## config.mk

```make
export PLATFORM = sky130hd
export DESIGN_NAME = cmp_bist
export DESIGN_NICKNAME = d
export VERILOG_FILES = /design/src/rtl/cmp_bist_pkg.sv /design/src/rtl/cmp_ref.sv /design/src/rtl/cmp_bist.sv
export SDC_FILE = /design/constraint.sdc
export NUM_CORES = 1
export LEC_CHECK = 0
export ABC_AREA = 1
export CAP_MARGIN = 20
export CORE_UTILIZATION = 55
export DETAILED_ROUTE_END_ITERATION = 8
export HOLD_SLACK_MARGIN = 0.05
export PLACE_DENSITY = 0.86
export SYNTH_ARGS = -nofsm -noshare
export SYNTH_HDL_FRONTEND = slang
export SYNTH_SLANG_ARGS = --single-unit
export TNS_END_PERCENT = 1
```

## constraint.sdc

```tcl
create_clock -name clk -period 3.55 [get_ports clk]
set_clock_uncertainty 0.2 [all_clocks]
set_input_delay 0.71 -clock clk [delete_from_list [all_inputs] [get_ports clk]]
set_output_delay 0.71 -clock clk [all_outputs]
set_load 0.005 [all_outputs]
```

## src/rtl/cmp_bist_pkg.sv

```systemverilog
// cmp_bist_pkg: shared types and constants for the comparator BIST.
// Holds the FSM states, LFSR taps/seed, expected-flag struct and LFSR step.
package cmp_bist_pkg;

    typedef enum logic [2:0] {
        IDLE,
        DRIVE,
        WAIT,
        CHECK,
        FIN
    } state_t;

    // Fibonacci taps 16,14,13,11 -> bits 15,13,12,10
    localparam logic [15:0] LFSR_TAPS    = 16'hB400;
    localparam logic [15:0] DEFAULT_SEED = 16'hACE1;

    typedef struct packed {
        logic       eq;
        logic       ae;
        logic       gt;
        logic [3:0] d;
    } flags_t;

    function automatic logic [15:0] lfsr_step(input logic [15:0] s);
        return {s[14:0], ^(s & LFSR_TAPS)};
    endfunction

endpackage

```

## src/rtl/cmp_ref.sv

```systemverilog
// cmp_ref: combinational reference comparator producing expected flags.
// Ports: a, b operands in; eq, ae, gt, d[3:0] expected flags out.
module cmp_ref (
    input  logic [15:0] a,
    input  logic [15:0] b,
    output logic        eq,
    output logic        ae,
    output logic        gt,
    output logic [3:0]  d
);

    logic [15:0] abs_a;
    logic [15:0] abs_b;

    // 16'h8000 negates to itself, which is the wanted magnitude
    always_comb begin
        abs_a = a[15] ? (~a + 16'd1) : a;
        abs_b = b[15] ? (~b + 16'd1) : b;
    end

    assign eq   = (a == b);
    assign ae   = (abs_a == abs_b);
    assign gt   = ($signed(a) > $signed(b));
    assign d[0] = (a[3:0]   == b[3:0]);
    assign d[1] = (a[7:4]   == b[7:4]);
    assign d[2] = (a[11:8]  == b[11:8]);
    assign d[3] = (a[15:12] == b[15:12]);

endmodule

```

## src/rtl/cmp_bist.sv

```systemverilog
// cmp_bist: BIST engine driving LFSR operand pairs into a comparator.
// Ports: clk, rst_n, start, n_vec, settle in; A, B out; eq, ae, gt, d in;
//        busy, done, pass, err_cnt, fail_A, fail_B status out.
module cmp_bist
    import cmp_bist_pkg::*;
#(
    parameter logic [15:0] SEED = DEFAULT_SEED
) (
    input  logic        clk,
    input  logic        rst_n,
    input  logic        start,
    input  logic [7:0]  n_vec,
    input  logic [7:0]  settle,
    output logic [15:0] A,
    output logic [15:0] B,
    input  logic        eq,
    input  logic        ae,
    input  logic        gt,
    input  logic [3:0]  d,
    output logic        busy,
    output logic        done,
    output logic        pass,
    output logic [7:0]  err_cnt,
    output logic [15:0] fail_A,
    output logic [15:0] fail_B
);

    localparam logic [15:0] SEED_EFF =
        (SEED == 16'h0000) ? DEFAULT_SEED : SEED;

    state_t      state;
    logic [15:0] lfsr;
    logic [7:0]  nv;
    logic [7:0]  st;
    logic [7:0]  cnt;
    logic [7:0]  idx;

    logic [15:0] lfsr_n;
    logic [15:0] b_sel;
    logic        last;
    logic        mism;
    flags_t      exp_f;
    flags_t      got_f;

    logic        r_eq;
    logic        r_ae;
    logic        r_gt;
    logic [3:0]  r_d;

    cmp_ref u_ref (
        .a  (A),
        .b  (B),
        .eq (r_eq),
        .ae (r_ae),
        .gt (r_gt),
        .d  (r_d)
    );

    always_comb begin
        lfsr_n = lfsr_step(lfsr);
        b_sel  = lfsr_n;
        unique case (idx[1:0])
            2'd0: b_sel = lfsr_n;
            2'd1: b_sel = ~lfsr_n + 16'd1;
            2'd2: b_sel = lfsr_n ^ 16'hF000;
            2'd3: b_sel = lfsr_step(lfsr_n);
            default: b_sel = lfsr_n;
        endcase
    end

    always_comb begin
        exp_f.eq = r_eq;
        exp_f.ae = r_ae;
        exp_f.gt = r_gt;
        exp_f.d  = r_d;
        got_f.eq = eq;
        got_f.ae = ae;
        got_f.gt = gt;
        got_f.d  = d;
    end

    assign mism = (exp_f != got_f);
    assign last = (({1'b0, idx} + 9'd1) >= {1'b0, nv});

    always_ff @(posedge clk or negedge rst_n) begin
        if (!rst_n) begin
            state   <= IDLE;
            lfsr    <= SEED_EFF;
            nv      <= 8'd0;
            st      <= 8'd1;
            cnt     <= 8'd0;
            idx     <= 8'd0;
            A       <= 16'd0;
            B       <= 16'd0;
            busy    <= 1'b0;
            done    <= 1'b0;
            pass    <= 1'b0;
            err_cnt <= 8'd0;
            fail_A  <= 16'd0;
            fail_B  <= 16'd0;
        end else begin
            done <= 1'b0;
            unique case (state)
                IDLE: begin
                    if (start) begin
                        nv      <= n_vec;
                        st      <= (settle == 8'd0) ? 8'd1 : settle;
                        idx     <= 8'd0;
                        err_cnt <= 8'd0;
                        fail_A  <= 16'd0;
                        fail_B  <= 16'd0;
                        pass    <= 1'b0;
                        busy    <= 1'b1;
                        state   <= (n_vec == 8'd0) ? FIN : DRIVE;
                    end
                end
                DRIVE: begin
                    lfsr  <= lfsr_n;
                    A     <= lfsr_n;
                    B     <= b_sel;
                    cnt   <= st;
                    state <= WAIT;
                end
                WAIT: begin
                    cnt <= cnt - 8'd1;
                    if (cnt == 8'd1) begin
                        state <= CHECK;
                    end
                end
                CHECK: begin
                    if (mism) begin
                        if (err_cnt != 8'd255) begin
                            err_cnt <= err_cnt + 8'd1;
                        end
                        // zero count means this is the first miss
                        if (err_cnt == 8'd0) begin
                            fail_A <= A;
                            fail_B <= B;
                        end
                    end
                    if (last) begin
                        state <= FIN;
                    end else begin
                        idx   <= idx + 8'd1;
                        state <= DRIVE;
                    end
                end
                FIN: begin
                    done  <= 1'b1;
                    pass  <= (err_cnt == 8'd0);
                    busy  <= 1'b0;
                    state <= IDLE;
                end
                default: begin
                    state <= IDLE;
                    busy  <= 1'b0;
                end
            endcase
        end
    end

endmodule
```

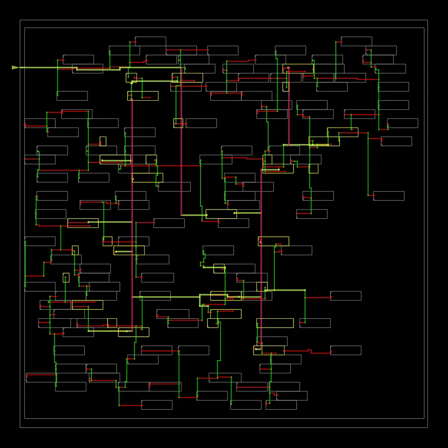
(clock nets)
Num CTS Buffers: 17
CTS sink cnt: 118
Seq Cell Count: 118
Clk Latency, worst-skew pair: 0.42 ns
clk pwr: 1.63 mW

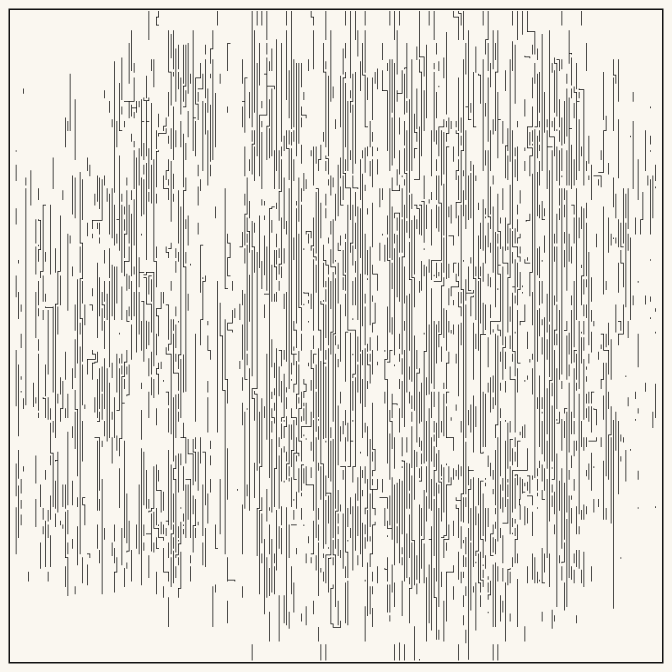
(metal 2)
longest straight run = 65.1 µm
share of all routed wire = 46%
wire length on this layer = 10900 µm
main direction = vertical
GR Util met2: 52.01%
WL final: 23690 µm
detailed-route via count: 8220

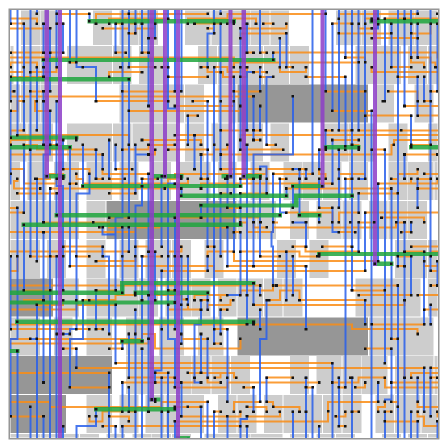
(layout detail)
Region (77, 16) to (107, 46) µm. Cells in gray, sequential cells in the stronger gray; small squares are vias.
blue -> M2
orange -> M1
green -> M3
purple -> M4
cells with their middle in the window = 124
most frequent = nand2_1 (46), inv_1 (21), nand3_1 (18)
netlist names of flops here include = B (4)
sequential cells in the window = 4

==> out/qor.yml <==
clock_buffers: 17
io_pins: 101
adder_share_pct: 5.844
path_buffers: 4
fin_hold_ws_ns: 0.1942
met3_length_um: 1703
hold_viol: 0
coreArea_um2: 13990
comb_area_share_pct: 43.55
period_used_pct: 94.46
ys_async_sr_fraction_pct: 100.0
use_met3_pct: 4.588
dominant_cells: "multi-input combinational cells"
ir_drop_uv: 457.2
ff_type: "dfrtp_1"
path_cells: "inv_1 > ha_1 > xnor2_1 > xor2_2 > ha_1 > inv_1 > nor2_1 > inv_1 > nor2_1 > inv_1 > nor2_2 > nand3_1 > nand2_1 > nand3_1 > a31oi_1 > o21ai_0 > o21ai_0"
cp_data_required_time_ns: 3.69
p_seq_mw: 1.75
buffers: 124
dieArea_um2: 14890
outcome: "completed"
dr.pass1.iters: 6
routedWlPerCell_um: 16.60
ys_sh_mux_pct: 0
area_growth_syn_to_layout_pct: 22.24
fin_ws_ns: 0.1968
maxSlewHeadroom_pct: 44.85
end_kind: "register"
buffer_area_share_pct: 12.34
clockBufferDepth: 2
final_cell_area_um2: 9683
cts-root-buf: "clkbuf_16"
final_nets: 1297
grt_max_degree: 66
p_switching_mw: 2.685
top_layer: "met4"
p_sw_share_pct: 43.98
wl_met2_um: 10940
grt_busiest_layer: "met2"
simple_gate_share_pct: 33.74
seqPwrFrac_pct: 28.6
clock.fmax_mhz: 298.2
slew_viol_final: 0
p_leak_nw: 4.885
synthesis.area_um2: 7921
drt_iter0_drc: 858
inv_count: 140
synth_chip_area_um2: 7921
place_hpwl_um: 17250
final-clk-cell-share_pct: 5.750
start_kind: "register"
wirelength_met1_um: 9739
synth-edff-count: 0
vias_per_cell: 5.760
die_w_um: 122.0
p_int_mw: 3.421
rows: 43
setup_viol_count_final: 0
post-place-cells: 1394
taps: 180
post_synth.cell_area_avg_um2: 6.955
logic_area_um2: 4217
pwr-share-comb_pct: 44.6
clk_pin_slew_ns: 0.06
cp_slowest_cell: "dfstp_2"
ys.flops: 118
synthCells: 1139
pwr_density_cell_nw_per_um2: 630.6
htree_levels: 4
post-route-util_pct: 69.22
fin_cells: 1427
comb_cells: 833
cts_tree: "yes"
sh_seq_area_pct: 30.61
antenna_found_initial: 0
ys_sh_xor_pct: 1.659
place_area_um2: 9087
total_power_mw: 6.106
## final timing paths
kind	start	end	depth (start not counted)	slack, ns
max	lfsr[13]	B[14]	17	0.20
min	rst_n	err_cnt[7]	1	0.19
max reg2reg	lfsr[13]	B[14]	17	0.20
min reg2reg	st[2]	st[2]	2	0.27
max in group asynchronous	rst_n	lfsr[5]	2	2.12
min in group clk	st[2]	st[2]	2	0.27
## registers in the layout, summed over array words and instances (netlist names), 3 cells and up
name / cells
A: 16
B: 16
cnt: 8
err_cnt: 8
fail_A: 16
fail_B: 16
idx: 8
lfsr: 8
nv: 8
st: 8
state: 3
## what timing repair did
| item | CTS | global route |
|---|---|---|
| resized | 0 | 6 |
| buffers inserted | 0 | 0 |
| hold buffers | 0 | 0 |
| setup endpoints to repair | 0 | 47 |
Power figures rest on the tool's default switching activity, not on a simulated workload.
